## src/rtl/lsu_rmw_ctrl.sv

```systemverilog
// Load/store alignment controller in front of a word-only data memory.
// Sub-word stores become read-modify-write; loads are lane-extracted and extended.
module lsu_rmw_ctrl #(
    parameter int DM_ADDRESS = 9,
    parameter int DATA_W     = 32
) (
    input  logic                  clk,
    input  logic                  reset,
    input  logic                  req_valid,
    output logic                  req_ready,
    input  logic                  req_we,
    input  logic [2:0]            req_funct3,
    input  logic [DM_ADDRESS-1:0] req_addr,
    input  logic [DATA_W-1:0]     req_wdata,
    output logic                  resp_valid,
    output logic [DATA_W-1:0]     resp_rdata,
    output logic                  resp_misaligned,
    output logic                  mem_read,
    output logic                  mem_write,
    output logic [DM_ADDRESS-1:0] mem_addr,
    output logic [DATA_W-1:0]     mem_wdata,
    output logic [2:0]            mem_funct3,
    input  logic [DATA_W-1:0]     mem_rdata
);

    typedef enum logic [2:0] {IDLE, RD_ISSUE, RD_WAIT, WRITE, RESP} state_t;

    state_t      state;
    logic        we_q;
    logic [2:0]  f3_q;
    logic [1:0]  lane_q;
    logic [15:0] wdata_q;

    logic              legal;
    logic              aligned;
    logic [7:0]        byte_sel;
    logic [15:0]       half_sel;
    logic [DATA_W-1:0] load_data;
    logic [DATA_W-1:0] merged;

    assign req_ready  = (state == IDLE) && !reset;
    assign mem_funct3 = 3'b010;

    always_comb begin
        legal   = 1'b0;
        aligned = 1'b0;
        if (req_we)
            legal = (req_funct3 == 3'b000) || (req_funct3 == 3'b001) || (req_funct3 == 3'b010);
        else
            legal = (req_funct3 == 3'b000) || (req_funct3 == 3'b001) || (req_funct3 == 3'b010) ||
                    (req_funct3 == 3'b100) || (req_funct3 == 3'b101);
        case (req_funct3[1:0])
            2'b00:   aligned = 1'b1;
            2'b01:   aligned = ~req_addr[0];
            2'b10:   aligned = (req_addr[1:0] == 2'b00);
            default: aligned = 1'b0;
        endcase
    end

    // Lane extraction for loads and lane merge for SB/SH, both from the raw read word.
    always_comb begin
        byte_sel  = mem_rdata[{lane_q, 3'b000} +: 8];
        half_sel  = mem_rdata[{lane_q[1], 4'b0000} +: 16];
        load_data = '0;
        case (f3_q)
            3'b000:  load_data = {{24{byte_sel[7]}}, byte_sel};
            3'b001:  load_data = {{16{half_sel[15]}}, half_sel};
            3'b010:  load_data = mem_rdata;
            3'b100:  load_data = {24'd0, byte_sel};
            3'b101:  load_data = {16'd0, half_sel};
            default: load_data = '0;
        endcase
        merged = mem_rdata;
        if (!f3_q[0])
            merged[{lane_q, 3'b000} +: 8] = wdata_q[7:0];
        else
            merged[{lane_q[1], 4'b0000} +: 16] = wdata_q;
    end

    always_ff @(posedge clk) begin
        if (reset) begin
            state           <= IDLE;
            we_q            <= 1'b0;
            f3_q            <= 3'b000;
            lane_q          <= 2'b00;
            wdata_q         <= 16'd0;
            resp_valid      <= 1'b0;
            resp_rdata      <= '0;
            resp_misaligned <= 1'b0;
            mem_read        <= 1'b0;
            mem_write       <= 1'b0;
            mem_addr        <= '0;
            mem_wdata       <= '0;
        end else begin
            case (state)
                IDLE: begin
                    if (req_valid) begin
                        we_q    <= req_we;
                        f3_q    <= req_funct3;
                        lane_q  <= req_addr[1:0];
                        wdata_q <= req_wdata[15:0];
                        if (!(legal && aligned)) begin
                            state           <= RESP;
                            resp_valid      <= 1'b1;
                            resp_rdata      <= '0;
                            resp_misaligned <= 1'b1;
                        end else begin
                            mem_addr <= {req_addr[DM_ADDRESS-1:2], 2'b00};
                            if (req_we && req_funct3 == 3'b010) begin
                                state     <= WRITE;
                                mem_write <= 1'b1;
                                mem_wdata <= req_wdata;
                            end else begin
                                state    <= RD_ISSUE;
                                mem_read <= 1'b1;
                            end
                        end
                    end
                end
                RD_ISSUE: state <= RD_WAIT;
                RD_WAIT: begin
                    mem_read <= 1'b0;
                    if (we_q) begin
                        state     <= WRITE;
                        mem_write <= 1'b1;
                        mem_wdata <= merged;
                    end else begin
                        state           <= RESP;
                        resp_valid      <= 1'b1;
                        resp_rdata      <= load_data;
                        resp_misaligned <= 1'b0;
                    end
                end
                WRITE: begin
                    state           <= RESP;
                    mem_write       <= 1'b0;
                    mem_wdata       <= '0;
                    resp_valid      <= 1'b1;
                    resp_rdata      <= '0;
                    resp_misaligned <= 1'b0;
                end
                RESP: begin
                    state      <= IDLE;
                    resp_valid <= 1'b0;
                end
                default: state <= IDLE;
            endcase
        end
    end

endmodule

```

## config.mk

```make
export PLATFORM = sky130hd
export DESIGN_NAME = lsu_rmw_ctrl
export DESIGN_NICKNAME = d
export VERILOG_FILES = /design/src/rtl/lsu_rmw_ctrl.sv
export SDC_FILE = /design/constraint.sdc
export NUM_CORES = 1
export LEC_CHECK = 0
export CAP_MARGIN = 20
export CORE_MARGIN = 2
export CORE_UTILIZATION = 45
export DETAILED_ROUTE_END_ITERATION = 7
export HOLD_SLACK_MARGIN = 0.1
export PLACE_DENSITY_LB_ADDON = 0.05
export SYNTH_ARGS = -nofsm -noshare
export SYNTH_HDL_FRONTEND = slang
export SYNTH_SLANG_ARGS = --single-unit
```

## constraint.sdc

```tcl
create_clock -name clk -period 3.6 [get_ports clk]
set_input_delay 0.72 -clock clk [delete_from_list [all_inputs] [get_ports clk]]
set_output_delay 0.72 -clock clk [all_outputs]
set_load 0.02 [all_outputs]
```

==> git commit body, run 1 <==
Record implementation results from latest flow run

* Registers with the highest flip-flop counts: mem_wdata (32), resp_rdata (32), wdata_q (16)
- Hold path startpoint: resp_rdata[19]
- The violation tally recorded at the end of detailed-routing iteration 0 is 543.
* Fraction of standard cell area in multi-input logic: 0.421
- Summing all non-filler instances in the final layout gives an area of 7400 sq um.
- Signal arrival time at the worst endpoint: 2.00 ns
* CTS max path bufs: 2
- Height of the die: 114 um
* Yosys aoi share: 0.336
- Most common cell after layout, fill and taps aside: clkdlybuf4s50_1
- Per the layout report, the design carries 173 non-clock buffers.
* # DRC: 0
* Hold path cells: 1
- The placed instances occupy a cell area of 7020 sq um.
* Total vias in the final route: 5,527
* Combined area of the multi-input logic cells: 3120 sq um
- Max-Cap Viols: 0
* DP HPWL: 12,800 um
- In this run the number of H-tree levels came out at 3.
- The most critical setup path has its startpoint at state[0].
- Of the available clock period, the critical path in the final layout requires 0.756.
- Of the total synthesized cell area, the portion taken by AND, OR, NAND and NOR gates is 0.111.
- According to the I/O placement log, the pin count is 161.
* Required time of the worst setup path: 2.88 ns
- PD cells: 452 nW/um^2
- Cell family with most CP delay: buffers and inverters
- Of the cells placed in the final design, the portion with a size suffix greater than 1 is 0.0624.
- Xor-xnor portion of the synthesized cell area: 0
- Per STA, the highest per-stage delay on the worst path measures 0.62 ns.
- Area growth from synthesis to final layout: 36.4%
- Setup repair after global routing left no endpoint under its margin.
- Looking at the max-slew report, the worst-margin pin has a slew of 0.841 ns.
- Yosys reports the multiplexer fraction of the synthesized area as 0.108.
* Largest cell class by area: multi-input combinational cells
- The final timing report counts setup violations totalling 0.
* Proportion of synthesized chip area in sequential cells: 0.369
- Iteration tally of the first detailed-router pass: 5
* Routed via count divided by cell count: 6.25
- Max fanout on the critical path was recorded as 9.
- Antenna violation net count after detailed routing: 0
- Hold repair after CTS inserted 0 buffers.
* Slowest cell on crit path: clkdlybuf4s50_1
- Post-cts repair resize count: 0
* YS warnings: 0
- Worst reg-to-reg setup slack: 1.12 ns
- Commonest cells after routing, fill and taps aside: clkdlybuf4s50_1 (154), dfxtp_1 (98), nand2_1 (88)
- Number of flip-flops and latches in the synthesized netlist: 100
* Count of clock buffers in the final design: 12
- The flow ran to the end, and the final reports show no timing, DRC or antenna violations.
- Max-slew violations: 0
* Share of Yosys cell area claimed by the top area cell type: 0.369
* CTS sink cnt: 100
* Number of instances in the synthesized netlist: 612
- The fraction of final cell area spent on clock buffers and inverters in this run is 0.0496.
* Summed instance area of the synthesized netlist: 5420 sq um
- After synthesis, the netlist uses 47 different library cells.
- Summing all flip-flop and latch instances after layout gives 2000 sq um.
* Endpoint of the worst hold path: resp_rdata[19]
- Of the total standard cell area in the layout, the sequential portion is 0.271.
- By area, the combinational part of the netlist is dominated by AND-OR/OR-AND gates.
- Counting the inverters off the clock network in the layout gives 10.
* Fp util: 0.457
* Crit. End Element: output pin
- Looking at the reg2reg group, the worst path starts from lane_q[1].
* Clock-pin slew on the worst setup and hold paths: 0.07 ns
- TritonCTS buffer count: 9
* FF+latch count: 100
- Input and output buffers added on the ports amount to 155.
- After clock tree synthesis, the setup repair step added 0 buffers.
* Most area-hungry cell type in the Yosys netlist: dfxtp_1
- By area the synthesized netlist is led by dfxtp_1 (37%), mux2i_1 (9.8%), a221o_1 (6.1%).
- The floorplan step set the die width to 114 um.
* Reg-to-reg critical path endpoint: mem_wdata[23]
- The design received a total of 147 well taps at floorplan.
- The placement summary gives the final routability congestion estimate as 0.891.
* Final critical delay including setup and external delays: 2.72 ns
* Antenna violations before repair: 0
- Global route overflow: 0
- For this run, the post-layout net count is 817.
* Count of standard-cell rows: 40
- FF-to-FF path depth: 7
run 1: per-layer routing:
metal	global-route usage	part of all wire	up-vias
met2	0.422	0.45	274
li1	-	-	2599
met5	0	0	-
met1	0.418	0.45	2626
met4	0.107	0.023	0
met3	0.0409	0.077	28
run 1: per-stage QoR:
stage	power [mW]	setup WS [ns]	hold WS, ns	std cells	utilization
after global placement	2.14	0.779	0.447	867	0.591
after floorplan	1.80	1.33	0.448	615	-
after detailed placement	2.16	0.692	0.445	867	0.591
final	3.34	0.878	0.462	884	0.624
after global routing	3.47	0.778	0.480	884	0.624
after CTS	3.34	0.872	0.466	883	0.622
run 1: power by group:
part / leakage, nW / switching (mW) / internal (mW)
registers: 0.815 / 0.0725 / 1.18
clock network: 0.177 / 0.432 / 0.770
logic: 1.58 / 0.489 / 0.396
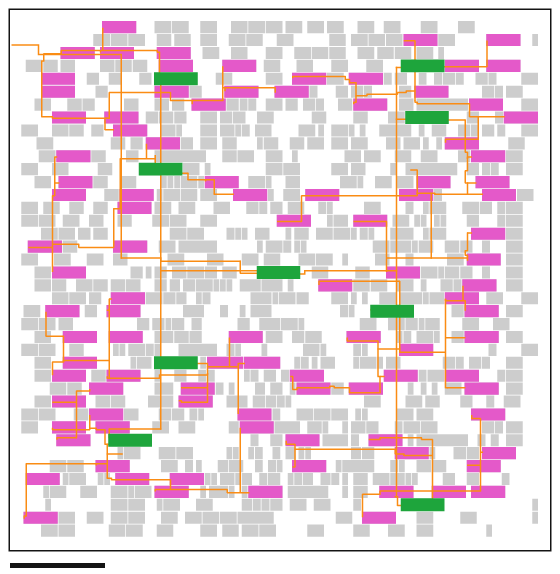
Run 1: clock network drawn from the DEF
The bar under the picture is 20 um long.
[clock wires] orange | length: 1,310 um
[flip-flops] magenta | count: 100
[clock drivers] green | count: 9
routed clock nets	10
clock share of power: 0.360
clock tree skew after final layout: 0.00609 ns
clk latency late pin: 0.36 ns

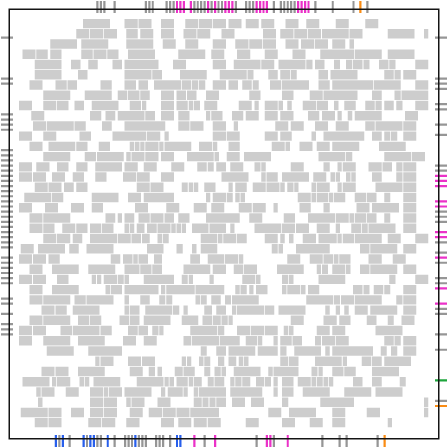
Run 1: pin placement
Pins as bars across the die edge, other pins in gray.
port	color	pins	direction	edge
reset	green	1	input	east
req_addr	blue	9	input	south
mem_funct3	orange	3	output	1 east, 1 south, 1 north
req_wdata	magenta	32	input	17 north, 10 east, 5 south

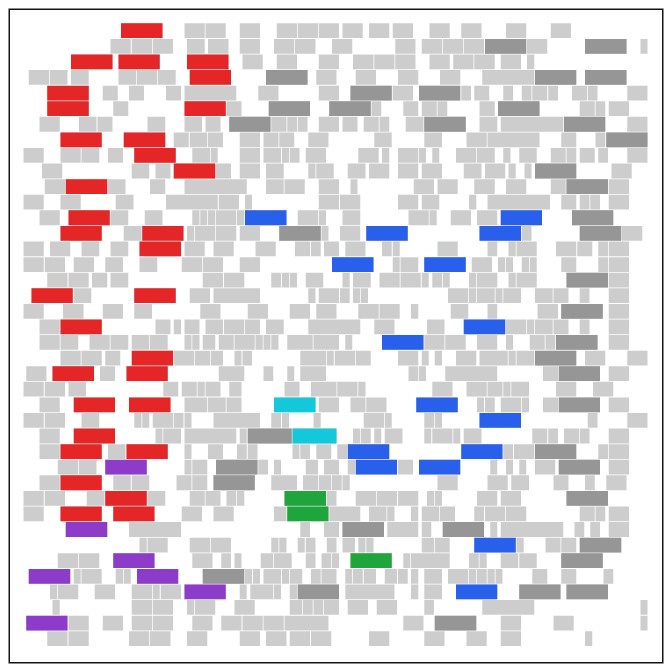
Run 1: register map, names as in the netlist
Other sequential cells in the stronger gray, the rest of the logic in the fainter gray.
netlist name	color	flops
state	green	3
mem_addr	purple	7
resp_rdata	red	32
lane_q	cyan	2
wdata_q	blue	16

==> run 1 -> run 2 <==
--- a/config.mk
+++ b/config.mk
@@ -7,7 +7,7 @@
 export LEC_CHECK = 0
 export CAP_MARGIN = 20
 export CORE_MARGIN = 2
-export CORE_UTILIZATION = 45
+export CORE_UTILIZATION = 43
 export DETAILED_ROUTE_END_ITERATION = 7
 export HOLD_SLACK_MARGIN = 0.1
 export PLACE_DENSITY_LB_ADDON = 0.05
==> constraint.sdc (replaced) <==
create_clock -name clk -period 2.4 [get_ports clk]
set_input_delay 0.48 -clock clk [delete_from_list [all_inputs] [get_ports clk]]
set_output_delay 0.48 -clock clk [all_outputs]
set_load 0.02 [all_outputs]
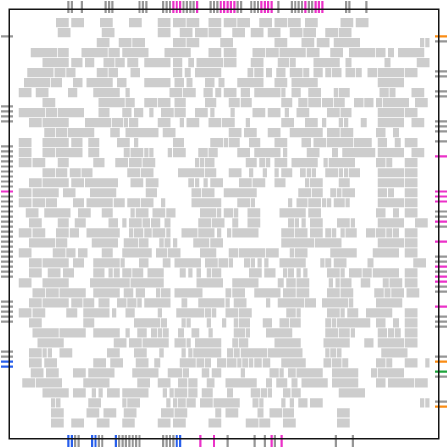
Run 2: pin placement
Pins as bars across the die edge, other pins in gray.
port	color	pins	direction	edge
mem_funct3	orange	3	output	east
req_addr	blue	9	input	7 south, 2 west
req_wdata	magenta	32	input	17 north, 10 east, 4 south, 1 west
reset	green	1	input	east

==> git commit body, run 2 <==
Record implementation results from latest flow run

- IR analysis of the VDD net gives a maximum drop of 0.358 mV.
- From left edge to right edge, the die measures 116 um.
- Gates resized during post-CTS repair numbered 1.
- By area, multi-input combinational cells come first.
- Fp util: 0.435
- Count of clock buffers in the final design: 11
- Cell family with most CP delay: simple AND/OR/NAND/NOR gates
* Signal arrival time at the worst endpoint: 1.72 ns
- Outcome: finished clean
- Global Route met1 Usage: 0.376
- Final instance count without filler cells: 922
* Pin slew with the least headroom to its limit: 1.17 ns
* Detailed-route wire length on metal 1: 8310 um
* Startpoint of the most critical register-to-register path: lane_q[1]
* Highest metal layer used by the detailed router: met4
* Max-Cap Viols: 0
- Number of setup violations in the final report: 0
- Registers represent a cell area share of 0.266.
* Share of Yosys cell area claimed by the top area cell type: 0.369
- Number of instances in the synthesized netlist: 612
- Of the total power, the share spent switching nets is 0.314.
- Placed instance area: 7250 sq um
- Commonest cells after routing, fill and taps aside: clkdlybuf4s50_1 (153), dfxtp_1 (98), nand2_1 (88)
- Final worst hold slack: 0.464 ns
- Hold path startpoint: reset
* Antenna violation net count after detailed routing: 0
- Per the layout area report, the combinational gate area comes to 3130 sq um.
* Cell area after layout: 7540 sq um
- Leading cell types by total area after synthesis: dfxtp_1 (37%), mux2i_1 (9.8%), a221o_1 (6.1%)
* Most common cell after layout, fill and taps aside: clkdlybuf4s50_1
- Count of inverters other than clock inverters in the layout: 10
- Total vias in the final route: 5,596
- For met2 alone, demand over resource in global routing was 0.423.
- Clock network power for this build is 1.47 mW.
* RSZ-0062 raised after global routing: false
* Register Area: 2000 sq um
- Iteration tally of the first detailed-router pass: 5
* Multiplexer share of the synthesized area: 0.108
* Required time of the worst setup path: 1.92 ns
- CTS max path bufs: 2
- The tree built by TritonCTS fans out to 100 sinks.
- Per the placement report, the placed cell count is 907.
* FF+latch count: 100
- Number of ordinary and repair buffers in the finished layout: 187
* Tally of unique sky130hd cells used after synthesis: 47
- Register share of total power: 0.396
* Most area-hungry cell type in the Yosys netlist: dfxtp_1
- The cell-mix breakdown from Yosys lists the XOR/XNOR area share as 0.
* DP HPWL: 13,400 um
- Share of post-route cells with drive strength above 1: 0.0800
- In this design, the stage delay of the slowest critical-path cell is 0.46 ns.
- CTS built an H-tree with a depth of 3.
* Antenna violations before repair: 0
* Number of flip-flops and latches in the synthesized netlist: 100
- Yosys aoi share: 0.336
- Of the combinational cells, the family taking the most area is AND-OR/OR-AND gates.
- Looking at the critical path, the highest net fanout was 9.
- # nets final: 831
- Slowest cell on crit path: or3_1
- The worst register-to-register path has a depth of 7.
- Per the post-CTS timing run, clock transition at the registers of the reported paths is 0.07 ns.
- Final clock-cell share: 0.0388
- The largest registers in the layout are mem_wdata (32), resp_rdata (32), wdata_q (16).
* Switching Power: 1.49 mW
* PD cells: 628 nW/um^2
- Post-place setup slack: 0.125 ns
- The worst hold path passes through 4 cells.
- Per the layout area report, the combinational fraction of cell area is 0.415.
* Endpoint of the worst hold path: resp_valid
* Area growth from synthesis to final layout: 39.0%
- Power comes to 4.74 mW.
* Met3 Usage GRT: 0.0586
* TritonCTS buffer count: 9
- Summed over all sequential cells, the power is 1.88 mW.
- Input and output buffers added on the ports amount to 155.
* Number of hold-repair buffers added at the cts stage: 0
- Height of the die: 116 um
- For the worst reg-to-reg path, the endpoint reported by OpenROAD is mem_wdata[23].
- Met2 layer wire length in the routed design: 8290 um
- Max-slew violations: 0
- In the routed layout, each cell is associated on average with a via count of 6.07.
- Drt first-iter violations: 372
- Proportion of synthesized chip area in sequential cells: 0.369
- The cell-mix breakdown from Yosys lists the simple-gate area share as 0.111.
- Post-CTS setup buffer count: 0
* Final WS setup: 0.197 ns
* Summed instance area of the synthesized netlist: 5420 sq um
* Grt peak-use layer: met2
- Per the OpenROAD power report, leakage power amounts to 2.63 nW.
- Combinational share of power: 0.294
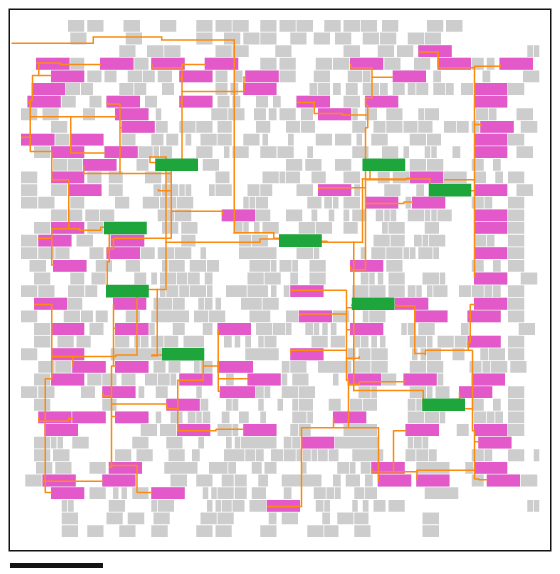
Run 2: clock network drawn from the DEF
The bar under the picture is 20 um long.
clock tree skew after final layout: 0.0101 ns
clock share of power: 0.310
clk latency late pin: 0.35 ns

-- run 2: cell count changes in the layout (fill, tap and decap cells not counted) --
cell	before	now
clkbuf_1	2	1
dlygate4sd2_1	0	1
buf_12	0	6
clkinvlp_4	0	2
a221oi_2	1	0
buf_4	17	26
a221oi_4	0	1
buf_8	1	0
clkdlybuf4s50_1	154	153
clkinv_2	0	1
bufinv_16	4	1
-- run 2: how the worst max path moves through the flow --
stage	start	cells after the start	end
6_report	state[0]	3	req_ready
5_1_grt	state[0]	3	req_ready
2_1_floorplan	lane_q[1]	9	mem_wdata[22]
3_5_place_dp	mem_rdata[7]	5	resp_rdata[13]
3_3_place_gp	req_funct3[2]	6	mem_wdata[18]
4_1_cts	state[0]	3	req_ready
==> run 2 -> run 3 <==
--- a/config.mk
+++ b/config.mk
@@ -6,11 +6,15 @@
 export NUM_CORES = 1
 export LEC_CHECK = 0
 export CAP_MARGIN = 20
+export CELL_PAD_IN_SITES_DETAIL_PLACEMENT = 0
+export CELL_PAD_IN_SITES_GLOBAL_PLACEMENT = 2
 export CORE_MARGIN = 2
-export CORE_UTILIZATION = 43
+export CORE_UTILIZATION = 26
+export CTS_BUF_LIST = sky130_fd_sc_hd__clkbuf_8
 export DETAILED_ROUTE_END_ITERATION = 7
 export HOLD_SLACK_MARGIN = 0.1
 export PLACE_DENSITY_LB_ADDON = 0.05
+export SLEW_MARGIN = 20
 export SYNTH_ARGS = -nofsm -noshare
 export SYNTH_HDL_FRONTEND = slang
 export SYNTH_SLANG_ARGS = --single-unit
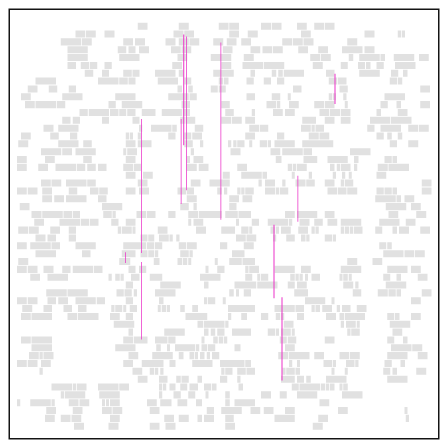
Run 3: the metal 4 layer
Cells faint in the background.
share of all routed wire	1.5%
main direction	vertical
longest straight run	61.2 um

==> git commit body, run 3 <==
Record implementation results from latest flow run

- The run finished with clean final reports.
- Following the worst setup path forward leads to its endpoint at req_ready.
* Final RePlAce weighted congestion: 0.846
- Pin count of the biggest net entering global routing: 56
- Reg-to-reg critical path endpoint: mem_wdata[15]
- Share of post-route cells with drive strength above 1: 0.0886
- The share of synthesized area in the top cell type comes to 0.369.
* Antenna cell count: 0
* CTS sink cnt: 100
- Counting instances, the worst hold path has a depth of 4.
- Commonest cells after routing, fill and taps aside: clkdlybuf4s50_1 (153), dfxtp_1 (98), nand2_1 (88)
* Worst reg-to-reg setup slack: 0.27 ns
- Area growth from synthesis to final layout: 39.5%
- A synthesized cell averages 8.86 sq um.
- The initial utilization of the core area, before any placement, comes to 0.266.
* Detailed-route wire length on metal 1: 10,800 um
- Endpoint of the worst hold path: resp_valid
- Registers with the highest flip-flop counts: mem_wdata (32), resp_rdata (32), wdata_q (16)
- Slowest cell on crit path: dfxtp_1
- Count of library flops with an enable pin: 0
- Signal arrival time at the worst endpoint: 1.71 ns
* Cell family with most CP delay: simple AND/OR/NAND/NOR gates
- The final timing report derives a shortest allowable period of 2.19 ns.
- The warning tally printed by Yosys for this design is 0.
* Met3 Usage GRT: 0.0390
- After filler insertion, the fill cell instance count of the layout stands at 2,077.
* Number of instances in the synthesized netlist: 612
- The pin closest to its max-slew limit shows a slew of 0.611 ns.
* Final worst hold slack: 0.393 ns
- Met2 layer wire length in the routed design: 10,000 um
- Required time of the worst setup path: 1.92 ns
- Among the non-sequential cells, AND-OR/OR-AND gates take the most area.
- Class of the most critical setup path: reg2out
- STA classifies the critical path startpoint as a flip-flop.
* Max-slew violations: 0
- AND/OR/NAND/NOR Cells, Area Fraction: 0.111
* Core Footprint: 20,400 sq um
- Input/output buffers: 155
- Antenna violations before repair: 0
* Total vias in the final route: 5,611
- Root buffer cell: clkbuf_8
* GR Layer Usage met2: 0.307
- Synthesis inferred 100 register bits.
* Yosys aoi share: 0.336
- Wirelength, routed: 22,500 um
- PD cells: 592 nW/um^2
- Number of hold-repair buffers added at the cts stage: 0
- Proportion of synthesized chip area in sequential cells: 0.369
* Xor-xnor portion of the synthesized cell area: 0
* FF-to-FF path depth: 6
- Via count of the first global-routing pass: 5,498
- Length of routed met3 wiring: 1270 um
* Leading cell types by total area after synthesis: dfxtp_1 (37%), mux2i_1 (9.8%), a221o_1 (6.1%)
* Adder-cell share of the synthesized area: 0.0115
- Routed via count divided by cell count: 5.47
- P_leak: 2.60 nW
- In the finished design, the share of the clock period the worst path needs comes to 0.914.
- CTS max path bufs: 2
* Global route overflow: 0
- dfxtp_1 takes more of the synthesized area than any other cell.
- Walking the worst path, the cells encountered are or3_1, nor2_1, dlygate4sd2_1.
- The completed layout was analyzed and its total power is 4.48 mW.
- Post-CTS setup buffer count: 0
* Accumulated negative setup slack: 0 ns
* Crit. End Element: output pin
* Startpoint of the most critical register-to-register path: lane_q[1]
- Per the CTS log, the maximum H-tree level is 3.
- Area reported by Yosys stat: 5420 sq um
* Drt first-iter violations: 293
- For this run, the slowest stage of the critical path takes 0.41 ns.
* Hold path startpoint: reset
* Logic depth of the worst path, buffers included: 3
- Worst-case vdd ir drop: 0.238 mV
- RSZ-0062 raised after global routing: false
- Post-cts repair resize count: 1
- The critical path maximum fanout is 7.
- Number of cells in the yosys synthesis report: 612
- The synthesized netlist occupies a cell area of 5420 sq um.
- 161 I/O pins were placed.
* Grt peak-use layer: met2
* Max-Cap Viols: 0
- Counting both buffers and inverters, the worst setup path holds a total of 1.
- # nets final: 836
- Multiplexer share of the synthesized area: 0.108
* Antenna violation net count after detailed routing: 0
- # DRC: 0
- Per the cell usage report, the commonest logic cell in the layout is clkdlybuf4s50_1.
* Highest metal layer used by the detailed router: met4
- The later pin in the worst-skew pair is clocked with a latency of 0.40 ns.
- Height of the die: 148 um
- Across the routed clock network, the largest skew measured is 0.00696 ns.
- The horizontal die dimension reported for this design is 148 um.
- The floorplan has 52 rows.
- Number of setup violations in the final report: 0
- Commonest cells post-synth: dfxtp_1 (100), nand2_1 (88), a21oi_1 (61)
- In this run, CTS created clock tree buffers numbering 9.
- Tracing the worst setup path back leads to its startpoint at state[1].
- The iteration count recorded for the first detailed-route pass is 4.
- DP HPWL: 16,500 um
- The synthesis report gives the async set-or-reset register share as 0.
- According to the hold report, the worst path is of the in2reg type.
* Clock-pin slew on the worst setup and hold paths: 0.10 ns
- The number of different library cells used by synthesis comes to 47.
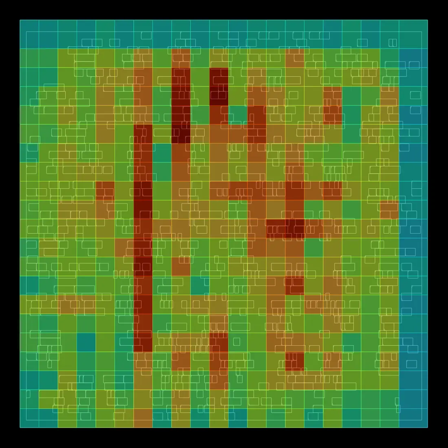
Run 3: routing congestion map
wire per inst: 21.9 um
Core Util, Final: 0.372
Global Route met1 Usage: 0.287
aggregate global-route resource usage: 0.201

==> run 3: through the flow <==
step,setup WS (ns),instance area [sq um],utilization,std cells
after floorplan,0.131,5430,-,615
after global placement,-0.0237,7370,0.362,1010
after detailed placement,-0.0409,7370,0.362,1010
after CTS,0.185,7570,0.372,1026
after global routing,0.115,7570,0.372,1026
final,0.207,7570,0.372,1026
==> run 3: final cells by class <==
type,count,area (sq um),area share
multi-input combinational,438,3130,0.413
tap,270,338,0.0447
clock inverter,7,75.1,0.00992
clock buffer,9,124,0.0164
timing repair buffer,192,1860,0.246
inverter,10,37.5,0.00496
sequential,100,2000,0.265
==> run 3: power by group <==
part	total, mW	switching [mW]	internal, mW
logic	1.43	0.789	0.637
clock network	1.17	0.686	0.488
registers	1.88	0.108	1.77
total	4.48	1.58	2.90
Power figures rest on the tool's default switching activity, not on a simulated workload.
